--- config.mk ---
export PLATFORM = sky130hd
export DESIGN_NAME = fp_align_pipe
export DESIGN_NICKNAME = d
export VERILOG_FILES = /design/src/rtl/fp_align_pipe.sv
export SDC_FILE = /design/constraint.sdc
export NUM_CORES = 1
export LEC_CHECK = 0
export ABC_CLOCK_PERIOD_IN_PS = 4600
export CORE_MARGIN = 2
export CORE_UTILIZATION = 55
export CTS_BUF_LIST = sky130_fd_sc_hd__clkbuf_8
export DETAILED_ROUTE_END_ITERATION = 7
export GPL_TIMING_DRIVEN = 0
export PLACE_DENSITY = 0.89
export SYNTH_ARGS = -nofsm -noshare
export SYNTH_HDL_FRONTEND = slang
export SYNTH_SLANG_ARGS = --single-unit
--- constraint.sdc ---
create_clock -name clk -period 4.6 [get_ports clk]
set_input_delay 0.92 -clock clk [delete_from_list [all_inputs] [get_ports clk]]
set_output_delay 0.92 -clock clk [all_outputs]
set_load 0.02 [all_outputs]
--- src/rtl/fp_align_pipe.sv ---
// Two-stage exponent-compare / significand-alignment pipeline for the FP adder.
// Optional macro ALIGN_STATS_EN adds saturating output-transfer and sticky counters.
module fp_align_pipe #(
  parameter int EXP_W = 8,
  parameter int MAN_W = 23
) (
  input  logic             clk,
  input  logic             reset,
  input  logic             in_valid,
  output logic             in_ready,
  input  logic             sign_a,
  input  logic             sign_b,
  input  logic [EXP_W-1:0] exp_a,
  input  logic [EXP_W-1:0] exp_b,
  input  logic [MAN_W-1:0] man_a,
  input  logic [MAN_W-1:0] man_b,
  output logic             out_valid,
  input  logic             out_ready,
  output logic [EXP_W-1:0] out_exp,
  output logic             out_sign_big,
  output logic             out_sign_small,
  output logic [MAN_W:0]   out_man_big,
  output logic [MAN_W:0]   out_man_small,
  output logic             out_guard,
  output logic             out_round,
  output logic             out_sticky,
  output logic             out_swap,
  output logic             out_special
`ifdef ALIGN_STATS_EN
  ,
  output logic [15:0]      stat_xfers,
  output logic [15:0]      stat_sticky
`endif
);

  localparam int SIG_W = MAN_W + 1;
  localparam int EXT_W = MAN_W + 3;

  // Stage 1 combinational: effective exponents, magnitude ordering, difference.
  logic             w_hid_a, w_hid_b, w_swap, w_special;
  logic [EXP_W-1:0] w_eff_a, w_eff_b, w_eff_big, w_eff_small, w_diff;
  logic [SIG_W-1:0] w_sig_a, w_sig_b;

  assign w_hid_a     = |exp_a;
  assign w_hid_b     = |exp_b;
  assign w_eff_a     = w_hid_a ? exp_a : EXP_W'(1);
  assign w_eff_b     = w_hid_b ? exp_b : EXP_W'(1);
  assign w_sig_a     = {w_hid_a, man_a};
  assign w_sig_b     = {w_hid_b, man_b};
  // Full significand (with hidden bit) breaks exponent ties, so a denormal
  // never outranks a normal that shares effective exponent 1.
  assign w_swap      = {w_eff_b, w_sig_b} > {w_eff_a, w_sig_a};
  assign w_special   = (&exp_a) | (&exp_b);
  assign w_eff_big   = w_swap ? w_eff_b : w_eff_a;
  assign w_eff_small = w_swap ? w_eff_a : w_eff_b;
  assign w_diff      = w_eff_big - w_eff_small;

  logic             r_s1_valid, r_s1_sign_big, r_s1_sign_small, r_s1_swap, r_s1_special;
  logic [EXP_W-1:0] r_s1_exp, r_s1_diff;
  logic [SIG_W-1:0] r_s1_sig_big, r_s1_sig_small;

  logic w_s2_adv;
  logic r_s2_valid;

  assign w_s2_adv = !r_s2_valid || out_ready;
  assign in_ready = !r_s1_valid || w_s2_adv;

  // NOTE: data registers are reset as well because the outputs must read 0 after reset.
  always_ff @(posedge clk) begin
    if (reset) begin
      r_s1_valid      <= 1'b0;
      r_s1_sign_big   <= 1'b0;
      r_s1_sign_small <= 1'b0;
      r_s1_swap       <= 1'b0;
      r_s1_special    <= 1'b0;
      r_s1_exp        <= '0;
      r_s1_diff       <= '0;
      r_s1_sig_big    <= '0;
      r_s1_sig_small  <= '0;
    end else if (in_ready) begin
      r_s1_valid <= in_valid;
      if (in_valid) begin
        r_s1_sign_big   <= w_swap ? sign_b : sign_a;
        r_s1_sign_small <= w_swap ? sign_a : sign_b;
        r_s1_swap       <= w_swap;
        r_s1_special    <= w_special;
        r_s1_exp        <= w_special ? {EXP_W{1'b1}} : w_eff_big;
        r_s1_diff       <= w_diff;
        r_s1_sig_big    <= w_swap ? w_sig_b : w_sig_a;
        r_s1_sig_small  <= w_swap ? w_sig_a : w_sig_b;
      end
    end
  end

  // Stage 2 combinational: shifting by >= EXT_W empties the shifted word and
  // turns the lost-bit mask all-ones, so saturation needs no separate branch.
  logic [EXT_W-1:0] w_ext, w_shifted, w_lost_mask;
  logic             w_sticky;

  assign w_ext       = {r_s1_sig_small, 2'b00};
  assign w_shifted   = w_ext >> r_s1_diff;
  assign w_lost_mask = ~({EXT_W{1'b1}} << r_s1_diff);
  assign w_sticky    = |(w_ext & w_lost_mask);

  logic             r_out_sign_big, r_out_sign_small, r_out_guard, r_out_round;
  logic             r_out_sticky, r_out_swap, r_out_special;
  logic [EXP_W-1:0] r_out_exp;
  logic [SIG_W-1:0] r_out_man_big, r_out_man_small;

  always_ff @(posedge clk) begin
    if (reset) begin
      r_s2_valid       <= 1'b0;
      r_out_sign_big   <= 1'b0;
      r_out_sign_small <= 1'b0;
      r_out_guard      <= 1'b0;
      r_out_round      <= 1'b0;
      r_out_sticky     <= 1'b0;
      r_out_swap       <= 1'b0;
      r_out_special    <= 1'b0;
      r_out_exp        <= '0;
      r_out_man_big    <= '0;
      r_out_man_small  <= '0;
    end else if (w_s2_adv) begin
      r_s2_valid <= r_s1_valid;
      if (r_s1_valid) begin
        r_out_sign_big   <= r_s1_sign_big;
        r_out_sign_small <= r_s1_sign_small;
        r_out_guard      <= w_shifted[1];
        r_out_round      <= w_shifted[0];
        r_out_sticky     <= w_sticky;
        r_out_swap       <= r_s1_swap;
        r_out_special    <= r_s1_special;
        r_out_exp        <= r_s1_exp;
        r_out_man_big    <= r_s1_sig_big;
        r_out_man_small  <= w_shifted[EXT_W-1:2];
      end
    end
  end

  assign out_valid      = r_s2_valid;
  assign out_exp        = r_out_exp;
  assign out_sign_big   = r_out_sign_big;
  assign out_sign_small = r_out_sign_small;
  assign out_man_big    = r_out_man_big;
  assign out_man_small  = r_out_man_small;
  assign out_guard      = r_out_guard;
  assign out_round      = r_out_round;
  assign out_sticky     = r_out_sticky;
  assign out_swap       = r_out_swap;
  assign out_special    = r_out_special;

`ifdef ALIGN_STATS_EN
  logic [15:0] r_stat_xfers, r_stat_sticky;

  always_ff @(posedge clk) begin
    if (reset) begin
      r_stat_xfers  <= '0;
      r_stat_sticky <= '0;
    end else if (r_s2_valid && out_ready) begin
      if (r_stat_xfers != 16'hFFFF) r_stat_xfers <= r_stat_xfers + 16'd1;
      if (r_out_sticky && (r_stat_sticky != 16'hFFFF)) r_stat_sticky <= r_stat_sticky + 16'd1;
    end
  end

  assign stat_xfers  = r_stat_xfers;
  assign stat_sticky = r_stat_sticky;
`endif

endmodule

layer_met1.png
Cells faint in the background.
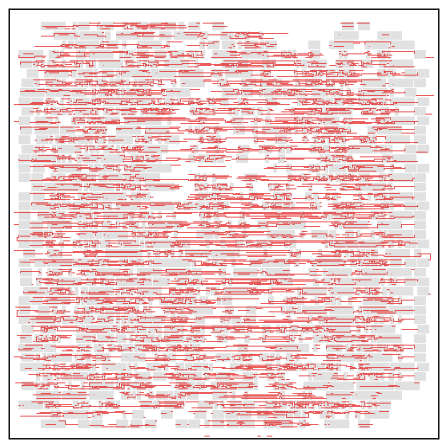
The layer holds 41% of the routed length. The longest straight run is 52.0 um.

layer_met2.png
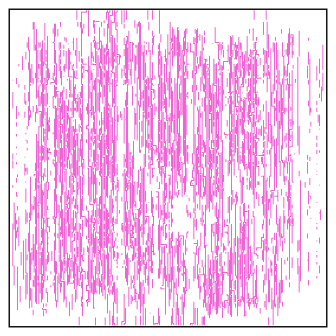
The layer holds 47% of the routed length. The longest straight run is 45.7 um.

==> summary.txt <==
CTS Sinks -> 133
Power Sequential -> 0.00129 W
Clock Pin Slew Worst Setup and Hold Paths -> 0.08 ns
root cell of the clock tree -> clkbuf_8
Seq pwr share -> 0.390
Routed wire per std cell -> 19.0 um
main flop type -> dfxtp_1
gr usage total -> 0.357
Initial DRT Pass Iterations -> 8
Switch Pwr -> 0.00116 W
r2r setup slk -> 1.35 ns
critical path startpoint -> exp_b[2]
status -> finished, final reports clean
Setup WS pre-CTS -> -0.567 ns
die height -> 123 um
most frequent cells in the layout -> 244 x nand2_1, 133 x nor2_1, 133 x dfxtp_1
TritonCTS buffer count -> 17
leak pwr -> 3.75 nW
port buffer count -> 129
comb area leader -> simple AND/OR/NAND/NOR gates
internal cell power -> 0.00216 W
TritonCTS clock tree -> yes
DP HPWL -> 19900 um
synthesis-to-finish area growth -> 25.5%
worst relative slew slack -> 0.262
# Cells Yosys -> 1060
hold depth -> 2
number of global-route vias before repair -> 8248
post-synth design cell area -> 7780 sq um
fmax -> 225 MHz
dominant logic cell type in the layout -> nand2_1
Power Clock -> 0.00111 W
grt ovf -> 0
combinational share of power -> 0.275
Gate Area -> 4610 sq um
Final Core Density -> 0.706
Final Critical Period -> 4.45 ns
HP Start -> r_s1_sig_big[18]
pwr/cell area -> 340 nW/um^2
ys async rst share -> 0
core area -> 13800 sq um
CP bufs+invs -> 2
max cap viols -> 0
share of cells above drive strength 1 -> 0.0557
Ys Warns -> 0
r2r startpoint -> r_s1_diff[0]
Cells after Synth -> 1060
Setup crit end -> r_s1_diff[7]
delay-heaviest family, CP -> simple AND/OR/NAND/NOR gates
most frequent cell after synthesis -> nand2_1
drc violations -> 0
Post-synth top cells -> 244 x nand2_1, 133 x dfxtp_1, 133 x nor2_1
drt initial violations -> 879
Vias/cell -> 6.21
layer_met3.png
Cells faint in the background.
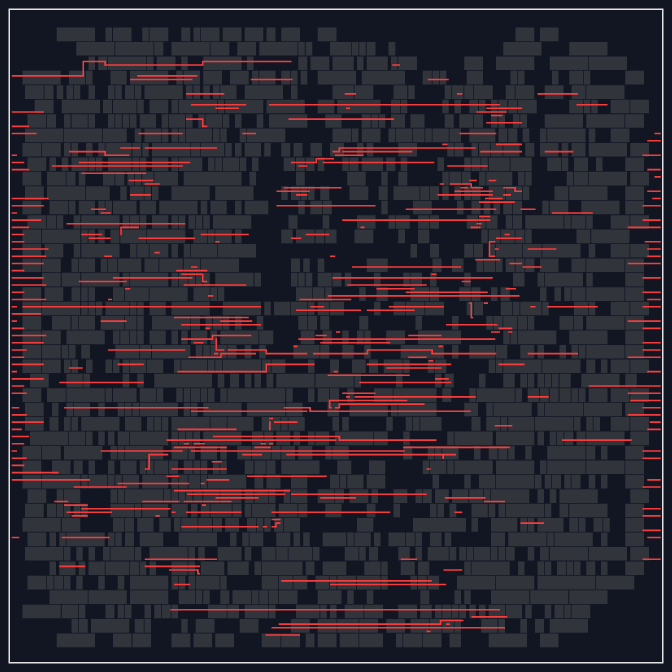
233 nets have wire on it. The layer holds 9.3% of the routed length. The wires run mostly horizontal. The layer carries 2480 um of wire. The longest straight run is 61.9 um.

[through the flow]
stage	power [W]	cells	hold WS, ns	setup TNS, ns
finish	0.00331	1400	0.453	0
global placement	0.00218	1369	0.439	-21.82
global route	0.00343	1400	0.476	0
detailed placement	0.00219	1369	0.446	-22.63
floorplan	0.00186	1060	0.432	0
CTS	0.00328	1401	0.456	0
[metal layers]
metal | global-route usage | wire length, um | share of wire
met1 | 0.461 | 10800 | 0.41
met2 | 0.583 | 12400 | 0.47
met3 | 0.0567 | 2480 | 0.093
met4 | 0.173 | 944 | 0.035
met5 | 0 | 0 | 0
[area by class of cell]
type                    count  share of cell area
plain buffers              90              0.0385
inverters                  41              0.0158
repair buffers            129               0.133
multi-input cells         795               0.472
flip-flops and latches    133               0.273
clock buffers              17              0.0240
well taps                 180              0.0231
clock inverters            15              0.0208
No activity file was given, so power comes from the tool's default toggle rates.
